$ cat config.mk
export PLATFORM = sky130hd
export DESIGN_NAME = pwm_audio_out
export DESIGN_NICKNAME = d
export VERILOG_FILES = /design/src/rtl/pwm_audio_out.sv
export SDC_FILE = /design/constraint.sdc
export NUM_CORES = 1
export LEC_CHECK = 0
export ABC_AREA = 0
export CAP_MARGIN = 20
export CORE_AREA = 2 2 67 69
export CTS_CLUSTER_DIAMETER = 120
export DETAILED_ROUTE_END_ITERATION = 10
export DIE_AREA = 0 0 69 71
export GPL_ROUTABILITY_DRIVEN = 1
export SETUP_SLACK_MARGIN = 0.5
export SLEW_MARGIN = 40
export SYNTH_ARGS = -nofsm -noshare
export SYNTH_HDL_FRONTEND = slang
export SYNTH_SLANG_ARGS = --single-unit
$ cat constraint.sdc
create_clock -name clk_in -period 1.6 [get_ports clk_in]
set_input_delay 0.32 -clock clk_in [delete_from_list [all_inputs] [get_ports clk_in]]
set_output_delay 0.32 -clock clk_in [all_outputs]
set_load 0.005 [all_outputs]
$ cat src/rtl/pwm_audio_out.sv
// Single-bit PWM audio output with double-buffered sample capture and overrun flag.
// Define PWM_DITHER_EN to add first-order error-feedback dither on the truncated low bits.
module pwm_audio_out #(
    parameter int unsigned PWM_BITS = 10,
    parameter int unsigned SAMPLE_W = 16
) (
    input  logic                clk_in,
    input  logic                reset_n_in,
    input  logic [SAMPLE_W-1:0] data_in,
    input  logic                data_valid_in,
    input  logic                enable_in,
    input  logic                clear_overrun_in,
    output logic                pwm_out,
    output logic                overrun_out,
    output logic                period_start_out
);

    localparam int unsigned LowW = SAMPLE_W - PWM_BITS;

    localparam logic [PWM_BITS-1:0] CntMax     = {PWM_BITS{1'b1}};
    localparam logic [SAMPLE_W-1:0] SignBit    = {1'b1, {(SAMPLE_W-1){1'b0}}};
    localparam logic [PWM_BITS-1:0] MidDuty    = {1'b1, {(PWM_BITS-1){1'b0}}};

    logic [PWM_BITS-1:0] cnt_q, cnt_d;
    logic [SAMPLE_W-1:0] active_q, active_d;
    logic [SAMPLE_W-1:0] pending_q, pending_d;
    logic                pending_full_q, pending_full_d;
    logic [PWM_BITS-1:0] duty_q, duty_d;
    logic                pwm_q, pwm_d;
    logic                overrun_q, overrun_d;
    logic                pstart_q, pstart_d;

    logic                boundary;
    logic [SAMPLE_W-1:0] sample_offset;
    logic [SAMPLE_W-1:0] next_active;
    logic [PWM_BITS-1:0] next_duty;

    // Offset-binary: flipping the sign bit maps -32768..32767 onto 0..65535.
    assign sample_offset = data_in ^ SignBit;
    assign boundary      = enable_in && (cnt_q == CntMax);
    assign next_active   = pending_full_q ? pending_q : active_q;

`ifdef PWM_DITHER_EN
    logic [LowW-1:0]   err_q, err_d;
    logic [SAMPLE_W:0] dither_sum;

    always_comb begin
        dither_sum = {1'b0, next_active} + {{(PWM_BITS+1){1'b0}}, err_q};
        if (dither_sum[SAMPLE_W]) begin
            next_duty = CntMax;
        end else begin
            next_duty = dither_sum[SAMPLE_W-1 -: PWM_BITS];
        end
        err_d = err_q;
        // Runs every period, held samples included, so the residue keeps shaping.
        if (boundary) begin
            err_d = dither_sum[LowW-1:0];
        end
    end

    always_ff @(posedge clk_in or negedge reset_n_in) begin
        if (!reset_n_in) begin
            err_q <= '0;
        end else begin
            err_q <= err_d;
        end
    end
`else
    logic unused_low_bits;

    assign next_duty       = next_active[SAMPLE_W-1 -: PWM_BITS];
    assign unused_low_bits = ^next_active[LowW-1:0];
`endif

    always_comb begin
        cnt_d          = enable_in ? cnt_q + 1'b1 : '0;
        active_d       = active_q;
        duty_d         = duty_q;
        pending_d      = pending_q;
        pending_full_d = pending_full_q;

        if (boundary) begin
            active_d       = next_active;
            duty_d         = next_duty;
            pending_full_d = 1'b0;
        end
        // A sample landing on the boundary refills the buffer just emptied.
        if (data_valid_in) begin
            pending_d      = sample_offset;
            pending_full_d = 1'b1;
        end

        overrun_d = overrun_q;
        if (clear_overrun_in) begin
            overrun_d = 1'b0;
        end
        if (data_valid_in && pending_full_q && !boundary) begin
            overrun_d = 1'b1;
        end

        pwm_d    = enable_in && (cnt_q < duty_q);
        pstart_d = enable_in && (cnt_q == '0);
    end

    always_ff @(posedge clk_in or negedge reset_n_in) begin
        if (!reset_n_in) begin
            cnt_q          <= '0;
            active_q       <= SignBit;
            pending_q      <= SignBit;
            pending_full_q <= 1'b0;
            duty_q         <= MidDuty;
            pwm_q          <= 1'b0;
            overrun_q      <= 1'b0;
            pstart_q       <= 1'b0;
        end else begin
            cnt_q          <= cnt_d;
            active_q       <= active_d;
            pending_q      <= pending_d;
            pending_full_q <= pending_full_d;
            duty_q         <= duty_d;
            pwm_q          <= pwm_d;
            overrun_q      <= overrun_d;
            pstart_q       <= pstart_d;
        end
    end

    assign pwm_out          = pwm_q;
    assign overrun_out      = overrun_q;
    assign period_start_out = pstart_q;

endmodule
Fig. 1: run 1, selected gate families
Drawn at 6 px/micron.
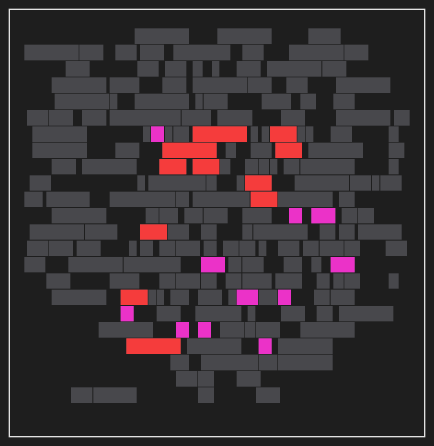
- fa/ha/maj cells: red (cells 11)
- and/or cells: magenta (cells 11)

Fig. 2: run 1, port wiring
Drawn at 4 px/micron.
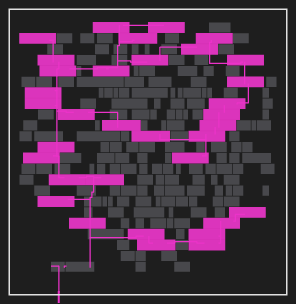
- `reset_n_in`: magenta (bits 1; direction input; end cells 34; buffers 2; wire 249 microns)

Fig. 3: run 1, cells by drive strength
Drawn at 6 px/micron.
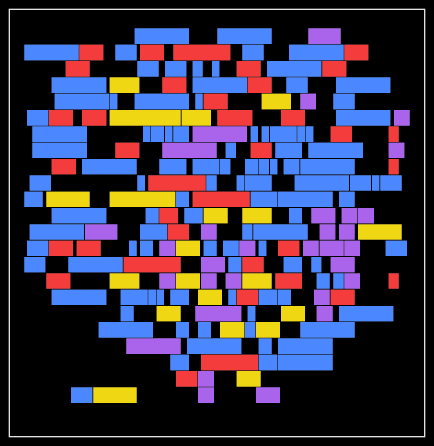
- x1 and smaller: blue (cells 104; share 54%)
- x3 and x4: purple (cells 31; share 16%)
- x2: red (cells 36; share 19%)
- x6 and larger: yellow (cells 20; share 10%)

==> summary.txt, run 1 <==
impl run done, here's what came out: dominant logic cell type in the layout dfrtp_1, Worst path top cell family by delay simple AND/OR/NAND/NOR gates, final instance area 2420 sq um, clock skew 0.0101 ns, Max Cap Viol 0, clock power share 0.417, Seq pwr share 0.471, Iter 0 DRT Violations 61, Critical Path RT 1.77 ns, startpoint type of the worst setup path flop, # nets final 222, grt peak-use layer met2, H-tree levels 2, Net Sw Power 0.000410 W, Cell Type Count 30, fill cell count 366, Synth Seq Share 0.523, met2 GRT Util 0.253, worst setup margin 0.0213 ns, synth warn 0, ANT cells 0, P_clk 0.000816 W, peak supply drop 540 uV, FF-to-FF path depth 6, Setup crit end duty_q[1], Placement Setup Slack -0.0576 ns, die area 4900 sq um, Power Density 807 nW/um^2, hold slack final 0.397 ns, aoi share 0.0560, CP Data Arrival Time 1.75 ns, Routed WL per cell 14.1 microns, ys async rst share 1.00, Critical Path Start cnt_q[0], Syn Std Cell Area 1630 sq um, Final Util 0.576, number of enable flip-flop cells 0, drt drc 0, Main logic family multiplexers, worst hold path class in -> async, Hold Vio Cnt, Final 0, synth cell count leaders 32 x dfrtp_1, 19 x mux2_2, 15 x inv_1, RSZ-0062 raised after global routing yes, Buffers on Ports 17, status completed, 1st-pass router iterations 4, worst path cell trace ha_4 > nand4_4 > nor2_4 > and4_4 > buf_12 > mux2_2, Log Warnings 36, die span in x 69 microns, Final Cycle Share 0.987, Post-Syn Area per Cell 12.0 sq um, share of cells above drive strength 1 0.455, Cells after Synth 136, Synth Flop Type dfrtp_1, met2 wire len 1.77 mm, Setup Total Neg Slack 0 ns, yosys stat chip area 1630 sq um, fp_density 0.388, highest cell delay on the worst timing path 0.41 ns, R2R Setup Slk 0.02 ns, met3 global-route usage 0.0484, DRT antenna net count 0, FF+latch count, synth 34, global-route wire length before repair 5.75 mm, Site Rows 24, WP buf/inv 1, placed wire-length estimate 2.20 mm, Tot Pwr 0.00195 W, Top Metal Used met4, top cells by area dfrtp_1 49%, mux2_2 13%, ha_1 8.4%, xor and xnor area share after synthesis 0.0322, root buf cell clkbuf_8, P_seq 0.000921 W
[run 1: final cells by class]
type / count / area, sq um / area share
Timing Repair Buffer: 50 / 498 / 0.206
Clock inverter: 1 / 30.0 / 0.0124
Sequential cell: 34 / 857 / 0.354
Multi-Input combinational cell: 84 / 830 / 0.342
Inverter: 15 / 56.3 / 0.0232
Clock buffer: 7 / 86.3 / 0.0356
Tap cell: 52 / 65.1 / 0.0269
[run 1: registers in the layout (all words and copies together) (netlist names)]
| name | count |
|---|---|
| overrun_out | 1 |
| duty_q | 10 |
| pwm_out | 1 |
| cnt_q | 10 |
| pending_full_q | 1 |
| pending_q | 10 |
| period_start_out | 1 |
Fig. 4: run 1, cell placement
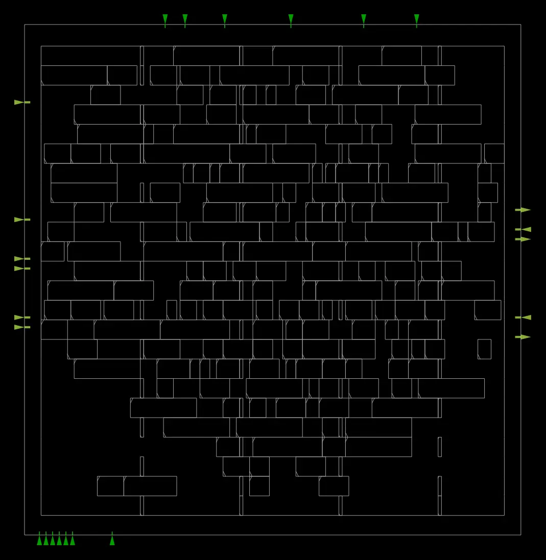

==> run 2, diff against run 1 <==
==> constraint.sdc (replaced) <==
create_clock -name clk_in -period 1.3 [get_ports clk_in]
set_input_delay 0.325 -clock clk_in [delete_from_list [all_inputs] [get_ports clk_in]]
set_output_delay 0.325 -clock clk_in [all_outputs]
set_load 0.005 [all_outputs]
Fig. 5: run 2, cell placement
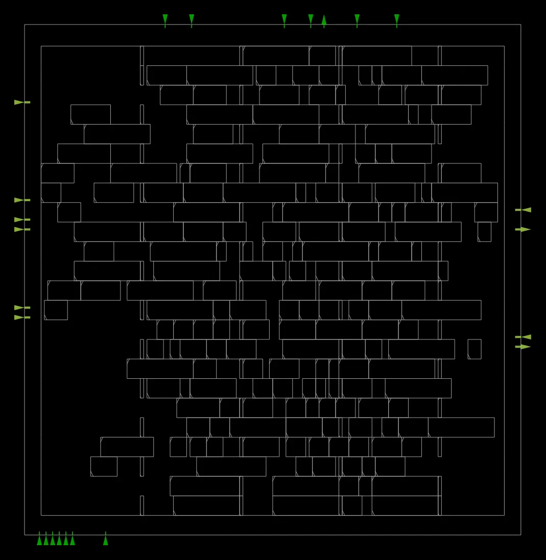
Site Rows: 24
tap cells: 52
sequential cell area share: 0.336
fin cells: 246
fill cell count: 333

==> summary.txt, run 2 <==
impl run done, here's what came out: status finished, violations left (was completed), failing checks negative setup slack, Cells after Synth 136 (unchanged), ANT cells 0 (unchanged), Seq pwr share 0.475 (was 0.471), # nets final 225 (was 222), clock sinks 34 (unchanged), dominant logic cell type in the layout dfrtp_1 (unchanged), Critical Path RT 1.46 ns (was 1.77 ns), RD Place Congestion 0.860 (was 0.801), Tot Pwr 0.00240 W (was 0.00195 W), 1st-pass router iterations 4 (unchanged), P_seq 0.00114 W (was 0.000921 W), Leak 1.23 nW (was 1.09 nW), Synth Flop Type dfrtp_1 (unchanged), largest net degree at the start of global routing 35 (unchanged), FF+latch count, synth 34 (unchanged), hold slack final 0.290 ns (was 0.397 ns), P_comb 0.000270 W (was 0.000217 W), WL final 3.75 mm (was 3.44 mm), worst-path maximum fanout 5 (was 10), met3 global-route usage 0.0385 (was 0.0484), met1 usage 0.203 (was 0.176), Setup Total Neg Slack -3.22 ns (was 0 ns), clock tree buffer depth 2 (unchanged), yosys stat chip area 1630 sq um (unchanged), gr usage total 0.163 (was 0.147), Clk pin slew, worst setup/hold paths 0.07 ns (about the same), met2 GRT Util 0.282 (was 0.253), root buf cell clkbuf_8 (unchanged), I/O pins 24 (unchanged), top cells by area dfrtp_1 49%, mux2_2 13%, ha_1 8.4% (unchanged), Max Slew Vio Count 0 (unchanged), aoi share 0.0560 (unchanged), Main logic family multiplexers (unchanged), synth cell count leaders 32 x dfrtp_1, 19 x mux2_2, 15 x inv_1 (unchanged), Critical-path top delay cell dfrtp_1 (was dfrtp_2), Worst-Skew Late Latency 0.28 ns (was 0.29 ns), final instance area 2550 sq um (was 2420 sq um), highest cell delay on the worst timing path 0.41 ns (about the same), share of cells above drive strength 1 0.479 (was 0.455), die area 4900 sq um (unchanged), P_clk 0.000987 W (was 0.000816 W), total grt overflow 0 (unchanged), worst path cell trace ha_4 > nand4_4 > nor2_4 > and4_4 > buf_6 > mux2_4 (was ha_4 > nand4_4 > nor2_4 > and4_4 > buf_12 > mux2_2), Slew HR 0.851 (was 0.839), Final Cycle Share 1.21 (was 0.987), H-tree levels 2 (unchanged), Net Sw Power 0.000500 W (was 0.000410 W), P_int 0.00190 W (was 0.00154 W), mux frac, synth 0.131 (unchanged), Via density 4.98 (was 5.03), Placed Area 2100 sq um (was 2030 sq um), synth warn 0 (unchanged), placed wire-length estimate 2.46 mm (was 2.20 mm), CP Class reg -> reg (unchanged), clock power share 0.412 (was 0.417), Top-area cell share 0.491 (unchanged), Hold Vio Cnt, Final 0 (unchanged), met2 wire len 2.04 mm (was 1.77 mm), Adders+Majority by Area 0.0844 (unchanged), M1 wire length 1.56 mm (was 1.49 mm), Post-CTS Setup Bufs 5 (was 9), CP endpoint kind flop (unchanged), number of enable flip-flop cells 0 (unchanged), startpoint type of the worst setup path flop (unchanged), Core ar. 4200 sq um (unchanged), # Cells Yosys 136 (unchanged), Buffers on Ports 17 (unchanged), Syn Std Cell Area 1630 sq um (unchanged), DRT antenna net count 0 (unchanged), Power Density 941 nW/um^2 (was 807 nW/um^2), Resized cells post-CTS 49 (was 15), peak supply drop 467 uV (was 540 uV), global-route wire length before repair 6.23 mm (was 5.75 mm), height of the chip 71 microns (unchanged), Cell Type Count 30 (unchanged), drt drc 0 (unchanged), registers with the most flip-flops cnt_q x10, duty_q x10, pending_q x10 (unchanged), Synth Seq Share 0.523 (unchanged), placed cells 225 (was 217), TritonCTS clock tree yes (unchanged), RSZ-0062 raised after global routing yes (unchanged), WP buf/inv 1 (unchanged), Post-Syn Area per Cell 12.0 sq um (unchanged), vias 1224 (was 1222), fp_density 0.388 (unchanged), CTS buffer count 5 (unchanged), heaviest power group registers (unchanged), Log Warnings 36 (unchanged), initial antenna violation count 0 (unchanged), cell type with the largest total area dfrtp_1 (unchanged), Worst path top cell family by delay simple AND/OR/NAND/NOR gates (unchanged), die span in x 69 microns (unchanged), register area 856 sq um (was 857 sq um), most frequent cell after synthesis dfrtp_1 (unchanged), CP Data Arrival Time 1.74 ns (was 1.75 ns), Iter 0 DRT Violations 47 (was 61), Routed WL per cell 15.3 microns (was 14.1 microns), Net Sw Frac 0.208 (was 0.210), Top Metal Used met4 (unchanged), floorplan net count 168 (unchanged), Worst Max-Slew Pin Slew 0.221 ns (was 0.241 ns), Final min period 1.57 ns (was 1.58 ns), grt peak-use layer met2 (unchanged), vias in the first global route 1298 (was 1290), xor and xnor area share after synthesis 0.0322 (unchanged), CTS Hold Bufs 0 (unchanged), worst setup margin -0.273 ns (was 0.0213 ns), Syn-to-layout area delta 56.2% (was 48.6%), endpoints failing setup 17 (was 0), Logic pwr share 0.113 (was 0.111), Simple Share, Synth 0.127 (unchanged), Placement Setup Slack -0.351 ns (was -0.0576 ns), ys async rst share 1.00 (unchanged), worst hold path class in -> reg (was in -> async), comb. cell area 945 sq um (was 830 sq um), Final Util 0.606 (was 0.576), most frequent cells in the layout 30 x dfrtp_1, 26 x buf_4, 18 x mux2_4 (was 29 x dfrtp_1, 20 x buf_4, 17 x mux2_2), Max Cap Viol 0 (unchanged), fmax 0.636 GHz (was 0.633 GHz), met3 routed WL 112 microns (was 131 microns), clock skew 0.00637 ns (was 0.0101 ns)
run 2: path summary, 6_finish.rpt:
| kind | start | depth (start not counted) | to | slack [ns] |
|---|---|---|---|---|
| max | cnt_q[1] | 6 | duty_q[6] | -0.27 |
| min | data_in[10] | 2 | pending_q[10] | 0.29 |
| max reg2reg | cnt_q[1] | 6 | duty_q[6] | -0.27 |
| min reg2reg | pending_q[15] | 2 | pending_q[15] | 0.51 |
| max in group asynchronous | reset_n_in | 2 | duty_q[9] | 0.64 |
| min in group asynchronous | reset_n_in | 2 | cnt_q[4] | 0.41 |
run 2: final cells by class:
class                           instances  share of cell area
Timing Repair Buffer                   53               0.200
Clock buffer                            7              0.0339
Tap cell                               52              0.0256
Multi-Input combinational cell         84               0.371
Inverter                               15              0.0221
Clock inverter                          1              0.0118
Sequential cell                        34               0.336
Power and IR drop assume default switching activity.
